$ cat src/rtl/seg7_scan_driver.sv
// Signed 8-bit value to 4-digit multiplexed 7-segment display.
// Layout: digit3 sign, digit2 hundreds, digit1 tens, digit0 ones.
// Binary-to-BCD uses a double-dabble shifter (one iteration per clock).
//
// state | meaning
// IDLE  | waiting for load; display registers hold the last result
// CONV  | eight double-dabble iterations in progress, busy high
module seg7_scan_driver #(
    parameter int unsigned REFRESH_DIV = 100000
) (
    input  logic       clk,
    input  logic       rst,
    input  logic       load,
    input  logic [7:0] value,
    output logic       busy,
    output logic [3:0] anode,
    output logic [6:0] seg,
    output logic       dp
);

    localparam int CNT_W = $clog2(REFRESH_DIV);
    localparam logic [6:0] SEG_BLANK = 7'b1111111;
    localparam logic [6:0] SEG_MINUS = 7'b0111111;

    typedef enum logic {IDLE, CONV} state_t;

    logic [1:0]       rst_sync_q;
    logic             rst_n_int;
    state_t           state_q;
    logic             busy_q;
    logic [19:0]      sh_q;
    logic [2:0]       iter_q;
    logic             sign_q;
    logic             disp_sign_q;
    logic [11:0]      disp_bcd_q;
    logic [CNT_W-1:0] cnt_q;
    logic [1:0]       idx_q;
    logic [3:0]       anode_q;
    logic [6:0]       seg_q;

    logic [7:0]       mag;
    logic [19:0]      dabble_adj;
    logic [19:0]      sh_d;
    logic             cnt_wrap;
    logic [1:0]       idx_d;
    logic [6:0]       seg_d;

    function automatic logic [6:0] digit_pat(input logic [3:0] d);
        case (d)
            4'd0:    return 7'b1000000;
            4'd1:    return 7'b1111001;
            4'd2:    return 7'b0100100;
            4'd3:    return 7'b0110000;
            4'd4:    return 7'b0011001;
            4'd5:    return 7'b0010010;
            4'd6:    return 7'b0000010;
            4'd7:    return 7'b1111000;
            4'd8:    return 7'b0000000;
            4'd9:    return 7'b0010000;
            default: return SEG_BLANK;
        endcase
    endfunction

    // Reset asserts asynchronously but releases only after two clean edges.
    always_ff @(posedge clk or negedge rst) begin
        if (!rst) rst_sync_q <= 2'b00;
        else      rst_sync_q <= {rst_sync_q[0], 1'b1};
    end
    assign rst_n_int = rst_sync_q[1];

    // |value| fits 8 unsigned bits, including -128 -> 128.
    assign mag = value[7] ? (~value + 8'd1) : value;

    // One double-dabble step: add 3 to ones/tens nibbles >= 5, then shift left.
    // The hundreds nibble never exceeds 2 for an 8-bit input, so it needs no adjust.
    always_comb begin
        dabble_adj = sh_q;
        if (sh_q[11:8] >= 4'd5)  dabble_adj[11:8]  = sh_q[11:8] + 4'd3;
        if (sh_q[15:12] >= 4'd5) dabble_adj[15:12] = sh_q[15:12] + 4'd3;
        sh_d = dabble_adj << 1;
    end

    // Conversion FSM; the display registers change only when the last step lands.
    always_ff @(posedge clk or negedge rst_n_int) begin
        if (!rst_n_int) begin
            state_q     <= IDLE;
            busy_q      <= 1'b0;
            sh_q        <= '0;
            iter_q      <= '0;
            sign_q      <= 1'b0;
            disp_sign_q <= 1'b0;
            disp_bcd_q  <= '0;
        end else begin
            case (state_q)
                IDLE: begin
                    if (load) begin
                        sign_q  <= value[7];
                        sh_q    <= {12'd0, mag};
                        iter_q  <= '0;
                        busy_q  <= 1'b1;
                        state_q <= CONV;
                    end
                end
                CONV: begin
                    sh_q   <= sh_d;
                    iter_q <= iter_q + 3'd1;
                    if (iter_q == 3'd7) begin
                        disp_bcd_q  <= sh_d[19:8];
                        disp_sign_q <= sign_q;
                        busy_q      <= 1'b0;
                        state_q     <= IDLE;
                    end
                end
                default: state_q <= IDLE;
            endcase
        end
    end

    // Next scan position and the segment pattern for that position.
    always_comb begin
        cnt_wrap = (cnt_q == CNT_W'(REFRESH_DIV - 1));
        idx_d    = cnt_wrap ? idx_q + 2'd1 : idx_q;
        seg_d    = SEG_BLANK;
        case (idx_d)
            2'd0: seg_d = digit_pat(disp_bcd_q[3:0]);
            2'd1: if (disp_bcd_q[11:8] != 4'd0 || disp_bcd_q[7:4] != 4'd0)
                      seg_d = digit_pat(disp_bcd_q[7:4]);
            2'd2: if (disp_bcd_q[11:8] != 4'd0)
                      seg_d = digit_pat(disp_bcd_q[11:8]);
            2'd3: if (disp_sign_q) seg_d = SEG_MINUS;
            default: seg_d = SEG_BLANK;
        endcase
    end

    // Refresh scanner; anode and seg are registered together from the same index.
    always_ff @(posedge clk or negedge rst_n_int) begin
        if (!rst_n_int) begin
            cnt_q   <= '0;
            idx_q   <= 2'd0;
            anode_q <= 4'b1110;
            seg_q   <= 7'b1000000;
        end else begin
            cnt_q   <= cnt_wrap ? '0 : cnt_q + 1'b1;
            idx_q   <= idx_d;
            anode_q <= ~(4'b0001 << idx_d);
            seg_q   <= seg_d;
        end
    end

    assign busy  = busy_q;
    assign anode = anode_q;
    assign seg   = seg_q;
    assign dp    = 1'b1;

endmodule
$ cat config.mk
export PLATFORM = sky130hd
export DESIGN_NAME = seg7_scan_driver
export DESIGN_NICKNAME = d
export VERILOG_FILES = /design/src/rtl/seg7_scan_driver.sv
export SDC_FILE = /design/constraint.sdc
export NUM_CORES = 1
export LEC_CHECK = 0
export ABC_AREA = 0
export CORE_UTILIZATION = 50
export CTS_BUF_LIST = sky130_fd_sc_hd__clkbuf_4
export DETAILED_ROUTE_END_ITERATION = 16
export DONT_BUFFER_PORTS = 1
export GPL_TIMING_DRIVEN = 0
export MAX_ROUTING_LAYER = met4
export PLACE_DENSITY_LB_ADDON = 0.25
export REMOVE_ABC_BUFFERS = 1
export SYNTH_ARGS = -nofsm -noshare
export SYNTH_HDL_FRONTEND = slang
export SYNTH_SLANG_ARGS = --single-unit
$ cat constraint.sdc
create_clock -name clk -period 4.3 [get_ports clk]
set_input_delay 0.43 -clock clk [delete_from_list [all_inputs] [get_ports clk]]
set_output_delay 0.43 -clock clk [all_outputs]
set_load 0.05 [all_outputs]
==> flow_metrics.env, run 1 <==
# source this file to load flow results
export IMPL_switchingPower_mw=1.17
export IMPL_skew_ns=0.0153
export IMPL_simple_gate_area_frac=0.193
export IMPL_yosysChipArea_um2=4070
export IMPL_postRouteAntennaNets=0
export IMPL_crit_path_end_kind="register"
export IMPL_gp_congestion=0.831
export IMPL_r2r_start="cnt_q[11]$_DFF_PN0_"
export IMPL_cp_startpoint="cnt_q[11]$_DFF_PN0_"
export IMPL_utilization=0.554
export IMPL_critPathMaxFanout=20
export IMPL_sw_frac_of_total=0.403
export IMPL_track_usage=0.205
export IMPL_numSynthFlops=70
export IMPL_rows=32
export IMPL_drtIter0Drc=110
export IMPL_hold_path_class="primary input to register"
export IMPL_drive_above_1_share=0.0959
export IMPL_critical_path_startpoint_type="register"
export IMPL_critical_path_depth=5
export IMPL_critPathSlowestCell="nor4_4"
export IMPL_io_buffers=0
export IMPL_setup_tns_ns=0
export IMPL_max_stage_delay_ns=0.95
export IMPL_synth_async_reset_ratio=1.00
export IMPL_cts_clk_slew_worst_paths_ns=0.12
export IMPL_ios=24
export IMPL_syn_inst=423
export IMPL_tightestPinTransition_ns=1.31
export IMPL_regArea_um2=1760
export IMPL_p_int_mw=1.74
export IMPL_peakVddDrop_v=0.000491
export IMPL_slew_violations=0
export IMPL_syn_cell_area_um2=4070
export IMPL_grt_overflow_total=0
export IMPL_holdWs_ns=0.0786
export IMPL_synthAdderAreaFrac=0.0708
export IMPL_required_ns=4.60
export IMPL_cts_tree="built"
export IMPL_syn_to_final_growth_pct=6.31
export IMPL_cts_buffers=9
export IMPL_logic_area_um2=2130
export IMPL_viasPerCell=5.70
export IMPL_worstPathCellList="or4_4, nor4_4, xnor2_1, or3_4, o221a_1"
export IMPL_path_class="register to register"
export IMPL_hold_viol=0
export IMPL_cts_repair_resized=0
export IMPL_grt_max_degree=69
export IMPL_outcome="complete, no violations"
export IMPL_aoi_share=0.147
-- run 1: worst paths after layout --
path / end
hold / removal: sh_q[8]$_DFFE_PN0P_
setup reg to reg: seg[0]$_DFF_PN0_
setup / recovery: seg[0]$_DFF_PN0_
min in group asynchronous: rst_sync_q[1]$_DFF_PN0_
max in group asynchronous: cnt_q[1]$_DFF_PN0_
hold reg to reg: rst_sync_q[1]$_DFF_PN0_
-- run 1: stage by stage --
| step | setup WS [ns] | cell area, um^2 | instances |
|---|---|---|---|
| floorplan | 1.62 | 3970 | 400 |
| global placement | 1.21 | 4100 | 502 |
| detailed placement | 1.19 | 4100 | 502 |
| CTS | 1.16 | 4320 | 519 |
| global route | 1.01 | 4320 | 519 |
| finish | 1.17 | 4320 | 519 |
-- run 1: Yosys cell counts, drive strengths merged (3+ instances only) --
master | n | share of area
dfrtp | 66 | 0.41
nand2 | 36 | 0.033
nor2 | 33 | 0.030
o21ai | 25 | 0.031
ha | 23 | 0.071
inv | 22 | 0.020
clkbuf | 19 | 0.018
xnor2 | 17 | 0.037
a21oi | 15 | 0.018
mux2i | 14 | 0.034
nand3 | 11 | 0.014
mux2 | 10 | 0.028
nand2b | 10 | 0.015
nand4 | 10 | 0.015
o31ai | 9 | 0.017
nor3 | 7 | 0.0086
a22o | 6 | 0.013
xor2 | 6 | 0.013
a21o | 5 | 0.0092
and2 | 5 | 0.0077
buf | 5 | 0.0065
nor2b | 5 | 0.0077
or4 | 5 | 0.010
dfstp | 4 | 0.026
nand3b | 4 | 0.0074
nor3b | 4 | 0.0074
nor4 | 4 | 0.0098
a211oi | 3 | 0.0055
and3 | 3 | 0.0046
o211ai | 3 | 0.0055
or3b | 3 | 0.0065
-- run 1: final cells by class --
cell class                 instances  share of cell area
clock buffer                      10              0.0174
timing repair buffer               1             0.00232
multi-input combinational        307               0.492
clock inverter                     6              0.0310
tap                              102              0.0295
sequential                        70               0.407
inverter                          23              0.0200
-- run 1: state kept, by name (all words and copies together), names as in the netlist, 2 cells and up --
| name | flops |
|---|---|
| seg | 7 |
| anode | 4 |
| disp_bcd_q | 12 |
| rst_sync_q | 2 |
| cnt_q | 17 |
| idx_q | 2 |
| iter_q | 3 |
| sh_q | 19 |
-- run 1: power by group through the flow --
| stage | clock [mW] | sequential, mW | combinational, mW |
|---|---|---|---|
| final | 0.599 | 1.25 | 1.06 |
| after global routing | 0.639 | 1.30 | 1.21 |
| after CTS | 0.612 | 1.25 | 1.06 |
| after detailed placement | 0 | 1.26 | 1.05 |
| after global placement | 0 | 1.25 | 1.01 |
| after floorplan | 0 | 1.18 | 0.854 |
-- run 1: logic make-up (layout without fill, tap and decap cells) --
| logic type | after synthesis | after routing |
|---|---|---|
| AND-OR/OR-AND | 88 | 88 |
| other | 1 | 2 |
| flip-flops | 70 | 70 |
| XOR/XNOR | 23 | 23 |
| multiplexers | 24 | 24 |
| AND/OR/NAND/NOR | 147 | 147 |
| adder cells (fa/ha/maj) | 23 | 23 |
| buffers and inverters | 47 | 40 |
-- run 1: metal layers --
layer | share of wire | track usage
met5 | 0 | -
met4 | 0.024 | 0.0951
met3 | 0.026 | 0.0315
met2 | 0.47 | 0.316
met1 | 0.48 | 0.266
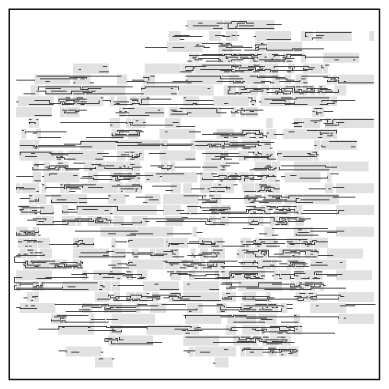
Figure 1: run 1, metal 1.
Drawn at 4 px/um. Cells faint in the background.
longest straight run: 25.8 um
nets with wire on the layer: 396

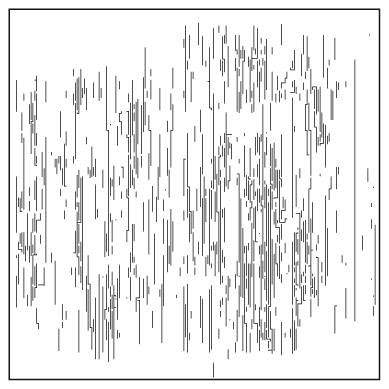
Figure 2: run 1, met2 routing.
Drawn at 4 px/um.
wire length on this layer: 3540 um
main direction: vertical
share of all routed wire: 47%
longest straight run: 65.3 um
nets with wire on the layer: 360
final wirelength: 7580 um
grt met2 use: 0.316
DR vias: 2957

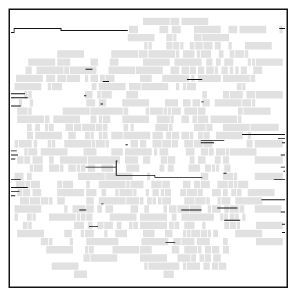
Figure 3: run 1, signal wires on met3.
Drawn at 3 px/um. Cells faint in the background.
share of all routed wire: 2.6%
wire length on this layer: 197 um

Figure 4. Track usage over the die (run 1).
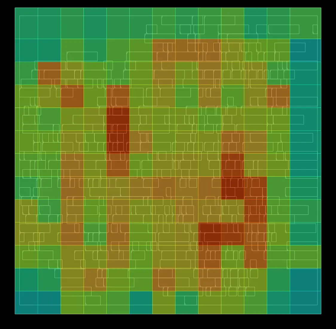

==> inputs of run 2 (changes only) <==
==> constraint.sdc (replaced) <==
create_clock -name clk -period 2.6 [get_ports clk]
set_input_delay 0.26 -clock clk [delete_from_list [all_inputs] [get_ports clk]]
set_output_delay 0.26 -clock clk [all_outputs]
set_load 0.05 [all_outputs]
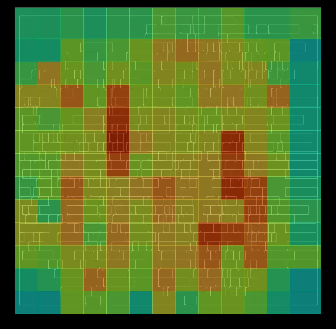
Figure 5: run 2, track usage over the die.
wire per inst: 14.8 um
met1 Resource Use GR: 0.267
grt met2 use: 0.330

==> run 2 against run 1 <==
Effect of this change: global-route usage is 0.46 points higher; synthesized area stayed put; utilization is 0.95 points higher; largest power group unchanged; die size stayed put; flip-flop count stayed put; critical path depth stayed put; highest routed layer unchanged; sequential share of layout area is 0.66 points lower; synthesized cell count stayed put; hold slack worse by 0.043 ns; final cell count is 0.96% higher; clock skew is 0.0014 ns higher.
==> flow_metrics.env, run 2 <==
# source this file to load flow results
export IMPL_top_cells_by_area="dfrtp_1 (41%), ha_1 (7.1%), xnor2_1 (3.7%), mux2i_1 (3.4%), nand2_1 (3.3%)"
export IMPL_p_int_mw=2.88
export IMPL_path_class="register to register"
export IMPL_setup_tns_ns=0
export IMPL_cts_clk_slew_worst_paths_ns=0.12
export IMPL_largestRegisters="sh_q (19), cnt_q (17), disp_bcd_q (12)"
export IMPL_cts_buffers=9
export IMPL_cp_startpoint="cnt_q[5]$_DFF_PN0_"
export IMPL_peakVddDrop_v=0.000651
export IMPL_slew_violations=0
export IMPL_layoutNonFillerInstCount=524
export IMPL_skew_ns=0.0167
export IMPL_dp_cells=502
export IMPL_common_cells="dfrtp_1 (66), nand2_1 (36), nor2_1 (33)"
export IMPL_setup_slack_ns=0.160
export IMPL_syn_inst=423
export IMPL_drt_wl_total_um=7760
export IMPL_sw_frac_of_total=0.403
export IMPL_syn_to_final_growth_pct=8.13
export IMPL_ios=24
export IMPL_holdWs_ns=0.0354
export IMPL_r2r_start="cnt_q[5]$_DFF_PN0_"
export IMPL_yosysTopAreaCellShare=0.406
export IMPL_numSynthFlops=70
export IMPL_viasPerCell=5.70
export IMPL_largest_reg_flops=19
export IMPL_tightestPinTransition_ns=0.855
export IMPL_yosysChipArea_um2=4070
export IMPL_required_ns=2.91
export IMPL_io_buffers=0
export IMPL_postRouteAntennaNets=0
export IMPL_drtIter0Drc=115
export IMPL_largest_area_cell="dfrtp_1"
export IMPL_crit_path_end_kind="register"
export IMPL_placed_area_um2=4100
export IMPL_synthMostInstantiatedCell="dfrtp_1"
export IMPL_outcome="complete, no violations"
export IMPL_grt_overflow_total=0
export IMPL_critPathMaxFanout=6
export IMPL_track_usage=0.210
export IMPL_cts_tree="built"
export IMPL_syn_cell_area_um2=4070
-- run 2: cell counts after synthesis --
Identical to the previous run, type by type.
-- run 2: kinds of logic after synthesis --
logic type               Yosys count  synth area share
other                              1          0.000922
buffers and inverters             47            0.0452
AND/OR/NAND/NOR                  147             0.193
AND-OR/OR-AND                     88             0.147
XOR/XNOR                          23            0.0496
flip-flops                        70             0.432
adder cells (fa/ha/maj)           23            0.0708
multiplexers                      24            0.0622
-- run 2: worst paths after layout --
kind | endpoint | slack [ns] | depth (start not counted)
worst max register to register | seg[0]$_DFF_PN0_ | 0.16 | 5
worst max-delay path | seg[0]$_DFF_PN0_ | 0.16 | 5
worst min-delay path | sh_q[14]$_DFFE_PN0P_ | 0.04 | 2
min in group asynchronous | rst_sync_q[1]$_DFF_PN0_ | 0.06 | 1
worst min register to register | rst_sync_q[1]$_DFF_PN0_ | 0.38 | 0
max in group asynchronous | state_q$_DFF_PN0_ | 1.55 | 0
-- run 2: cell type report --
type	instances	area (um^2)
tap	102	128
inverter	23	86.3
fill	694	3410
clock buffer	10	75.1
clock inverter	6	134
timing repair buffer	5	47.5
multi-input combinational	308	2160
sequential	70	1760
-- run 2: repair_timing --
action                                  CTS  global route
hold buffers                              4             0
resized                                   0             5
setup buffers                             1             0
cloned                                    1             0
hold endpoints to repair                  9             0
endpoints found under the setup margin    9            16
pin swaps                                 1             0
-- run 2: layer usage --
layer	vias to the layer above	GRT usage	wire, um
met5	-	-	0
met4	0	0.0964	172
met3	12	0.0307	216
met2	52	0.330	3640
met1	1439	0.267	3730
li1	1485	-	-
-- run 2: power groups by stage --
stage	Sequential, mW	Combinational [mW]	Clock [mW]
2_1_floorplan	1.96	1.41	0
3_3_place_gp	2.06	1.67	0
3_5_place_dp	2.09	1.74	0
4_1_cts	2.07	1.77	1.01
5_1_grt	2.15	2.02	1.06
6_report	2.07	1.77	0.987
-- run 2: worst max-delay path, stage by stage, from the launching register on --
cell and delay, ns:
dfrtp_1 0.46, or4b_4 0.61, nor4_4 0.36, xnor2_1 0.18
or3_4 0.42, o221a_1 0.29
-- run 2: stage by stage --
stage	power, mW	util
after CTS	4.85	0.560
after global routing	5.22	0.563
after detailed placement	3.83	0.525
final	4.82	0.563
after global placement	3.74	0.525
after floorplan	3.37	-
No activity file was given, so power comes from the tool's default toggle rates.
